<file path="config.mk">
export PLATFORM = sky130hd
export DESIGN_NAME = hamming_uart_rx
export DESIGN_NICKNAME = d
export VERILOG_FILES = /design/src/rtl/hamming_uart_rx_pkg.sv /design/src/rtl/hamming74_dec.sv /design/src/rtl/hamming_uart_rx.sv
export SDC_FILE = /design/constraint.sdc
export NUM_CORES = 1
export LEC_CHECK = 0
export ABC_AREA = 1
export ABC_CLOCK_PERIOD_IN_PS = 6000
export CAP_MARGIN = 10
export CELL_PAD_IN_SITES_DETAIL_PLACEMENT = 1
export CELL_PAD_IN_SITES_GLOBAL_PLACEMENT = 2
export CORE_MARGIN = 8
export CORE_UTILIZATION = 35
export CTS_CLUSTER_DIAMETER = 50
export DETAILED_ROUTE_END_ITERATION = 16
export PLACE_DENSITY = 0.8
export SETUP_SLACK_MARGIN = 0.2
export SYNTH_ARGS = -nofsm -noshare
export SYNTH_HDL_FRONTEND = slang
export SYNTH_SLANG_ARGS = --single-unit
</file>
<file path="constraint.sdc">
create_clock -name clk -period 6 [get_ports clk]
set_input_delay 1.2 -clock clk [delete_from_list [all_inputs] [get_ports clk]]
set_output_delay 1.2 -clock clk [all_outputs]
set_load 0.01 [all_outputs]
</file>
<file path="src/rtl/hamming_uart_rx_pkg.sv">
// Shared Hamming(7,4) definitions and receiver FSM state encoding.
package hamming_uart_rx_pkg;

  localparam int CW_W  = 7;
  localparam int D_W   = 4;
  localparam int SYN_W = 3;

  // Codeword bit positions: parity at powers of two, data elsewhere.
  localparam int P1_POS = 0;
  localparam int P2_POS = 1;
  localparam int D0_POS = 2;
  localparam int P4_POS = 3;
  localparam int D1_POS = 4;
  localparam int D2_POS = 5;
  localparam int D3_POS = 6;

  typedef enum logic [2:0] {
    ST_IDLE,
    ST_START,
    ST_DATA,
    ST_STOP,
    ST_OUT,
    ST_BREAK
  } rx_state_e;

endpackage

</file>
<file path="src/rtl/hamming74_dec.sv">
// Combinational Hamming(7,4) single-error-correcting decoder.
module hamming74_dec
  import hamming_uart_rx_pkg::*;
(
  input  logic [CW_W-1:0]  cw,
  output logic [D_W-1:0]   d,
  output logic [SYN_W-1:0] syn,
  output logic             corrected
);

  logic [CW_W-1:0] fixed;

  // NOTE: every always_comb output gets a default before any branch so no latch is inferred.
  always_comb begin
    syn[0] = cw[0] ^ cw[2] ^ cw[4] ^ cw[6];
    syn[1] = cw[1] ^ cw[2] ^ cw[5] ^ cw[6];
    syn[2] = cw[3] ^ cw[4] ^ cw[5] ^ cw[6];
    fixed  = cw;
    // A non-zero syndrome names the 1-based position of the bad bit.
    if (syn != '0) fixed[syn - 3'd1] = ~fixed[syn - 3'd1];
    corrected = |syn;
    d = {fixed[D3_POS], fixed[D2_POS], fixed[D1_POS], fixed[D0_POS]};
  end

endmodule

</file>
<file path="src/rtl/hamming_uart_rx.sv">
// UART-style receiver for 7-bit Hamming codewords: synchronise, deserialise,
// correct a single-bit error and count corrections.
module hamming_uart_rx
  import hamming_uart_rx_pkg::*;
#(
  parameter int BIT_TICKS = 104,
  parameter int CNT_W     = 8
) (
  input  logic             clk,
  input  logic             rst,
  input  logic             rx,
  output logic [D_W-1:0]   d_out,
  output logic             d_valid,
  output logic             corrected,
  output logic [SYN_W-1:0] syndrome,
  output logic             frame_err,
  output logic [CNT_W-1:0] err_count
);

  localparam int TICK_W = $clog2(BIT_TICKS);
  localparam logic [TICK_W-1:0] HALF_LAST = TICK_W'(BIT_TICKS / 2 - 1);
  localparam logic [TICK_W-1:0] FULL_LAST = TICK_W'(BIT_TICKS - 1);

  rx_state_e       state_q, state_d;
  logic [TICK_W-1:0] tick_q, tick_d;
  logic [2:0]      bit_q, bit_d;
  logic [CW_W-1:0] shift_q, shift_d;
  logic            rx_meta_q, rx_s_q;
  logic            load, frame_bad;

  logic [D_W-1:0]   dec_d;
  logic [SYN_W-1:0] dec_syn;
  logic             dec_corr;

  hamming74_dec u_dec (
    .cw        (shift_q),
    .d         (dec_d),
    .syn       (dec_syn),
    .corrected (dec_corr)
  );

  always_comb begin
    state_d   = state_q;
    tick_d    = tick_q + 1'b1;
    bit_d     = bit_q;
    shift_d   = shift_q;
    load      = 1'b0;
    frame_bad = 1'b0;
    unique case (state_q)
      ST_IDLE: begin
        tick_d = '0;
        if (!rx_s_q) state_d = ST_START;
      end
      ST_START: if (tick_q == HALF_LAST) begin
        tick_d  = '0;
        bit_d   = '0;
        state_d = rx_s_q ? ST_IDLE : ST_DATA;
      end
      ST_DATA: if (tick_q == FULL_LAST) begin
        tick_d         = '0;
        shift_d[bit_q] = rx_s_q;
        bit_d          = bit_q + 3'd1;
        if (bit_q == 3'(CW_W - 1)) state_d = ST_STOP;
      end
      ST_STOP: if (tick_q == FULL_LAST) begin
        tick_d = '0;
        if (rx_s_q) begin
          load    = 1'b1;
          state_d = ST_OUT;
        end else begin
          frame_bad = 1'b1;
          state_d   = ST_BREAK;
        end
      end
      ST_OUT: begin
        tick_d  = '0;
        state_d = ST_IDLE;
      end
      ST_BREAK: begin
        // Hold off until the line returns high so a stuck-low line cannot re-arm START.
        tick_d = '0;
        if (rx_s_q) state_d = ST_IDLE;
      end
      default: state_d = ST_IDLE;
    endcase
  end

  // NOTE: sequential state uses non-blocking assignments so every flop samples pre-edge values.
  always_ff @(posedge clk) begin
    if (rst) begin
      state_q   <= ST_IDLE;
      tick_q    <= '0;
      bit_q     <= '0;
      shift_q   <= '0;
      rx_meta_q <= 1'b1;
      rx_s_q    <= 1'b1;
      d_out     <= '0;
      syndrome  <= '0;
      d_valid   <= 1'b0;
      corrected <= 1'b0;
      frame_err <= 1'b0;
      err_count <= '0;
    end else begin
      state_q   <= state_d;
      tick_q    <= tick_d;
      bit_q     <= bit_d;
      shift_q   <= shift_d;
      rx_meta_q <= rx;
      rx_s_q    <= rx_meta_q;
      d_valid   <= load;
      corrected <= load & dec_corr;
      frame_err <= frame_bad;
      if (load) begin
        d_out    <= dec_d;
        syndrome <= dec_syn;
        if (dec_corr && err_count != '1) err_count <= err_count + 1'b1;
      end
    end
  end

endmodule

</file>
==> impl_metrics.env <==
# yosys + openroad results
export IMPL_yosys_most_used_dff="sky130_fd_sc_hd__dfxtp_1"
export IMPL_yosysMostFrequentCell="sky130_fd_sc_hd__nand2_1"
export IMPL_final_fill_count=742
export IMPL_die_x_um=94.9
export IMPL_grt_remaining_overflow=0
export IMPL_global_route_usage_total_pct=11.9
export IMPL_path_cells="clkdlybuf4s50_1"
export IMPL_seq_cell_share_pct=31.1
export IMPL_peak_supply_drop_v=0.000185
export IMPL_share_seq_of_total_power_pct=44.5
export IMPL_ys_sh_simple_pct=32.4
export IMPL_status="completed"
export IMPL_final_setup_viol_count=0
export IMPL_groute_layer_met2_usage_pct=18.8
export IMPL_worst_clock_skew_ps=11.5
export IMPL_yosys_cells=296
export IMPL_logic_gate_count=207
export IMPL_max_freq_ghz=0.401
export IMPL_ys_flops=40
export IMPL_synth_warnings=0
export IMPL_clk_power_uw=227
export IMPL_clock_sinks=40
export IMPL_p_seq_uw=304
export IMPL_power_combinational_fraction_pct=22.3
export IMPL_worstSkewPairLatency_ps=300
export IMPL_setup_total_negative_slack_ps=0
export IMPL_cp_slowest_cell="sky130_fd_sc_hd__clkdlybuf4s50_1"
export IMPL_core_area_um2=5960
export IMPL_hold_class="flop to flop"
export IMPL_power_share_switching_pct=32.6
export IMPL_drc_errors=0
export IMPL_intPower_uw=461
export IMPL_cp_startpoint="err_count[5]$_SDFFE_PP0P_"
export IMPL_detailedRoute_firstIterationViolations=74
export IMPL_netlist_instances=296
export IMPL_crit_reg2reg_capture="d_out[1]$_SDFFE_PP0P_"
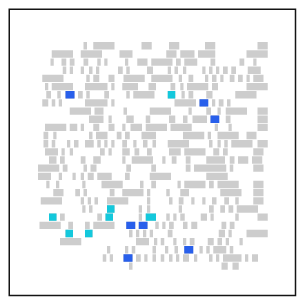
logic_types.png
(3 px per um)
- cyan: non-inverting ao/oa cells (cells 7; most used o21a_1)
- blue: xor and xnor cells (cells 7; most used xor2_1)

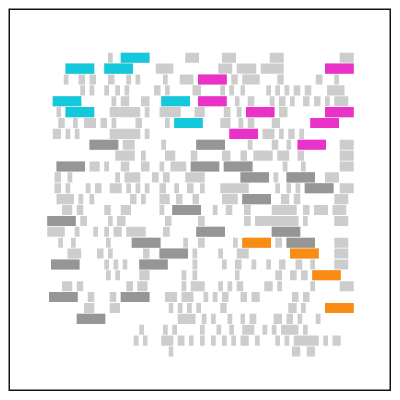
flops_by_reg.png
(4 px per um) Other sequential cells in the stronger gray, the rest of the logic in the fainter gray.
- magenta: `err_count` (sequential cells 8)
- orange: `d_out` (sequential cells 4)
- cyan: `tick_q` (sequential cells 7)
- not colored: 21

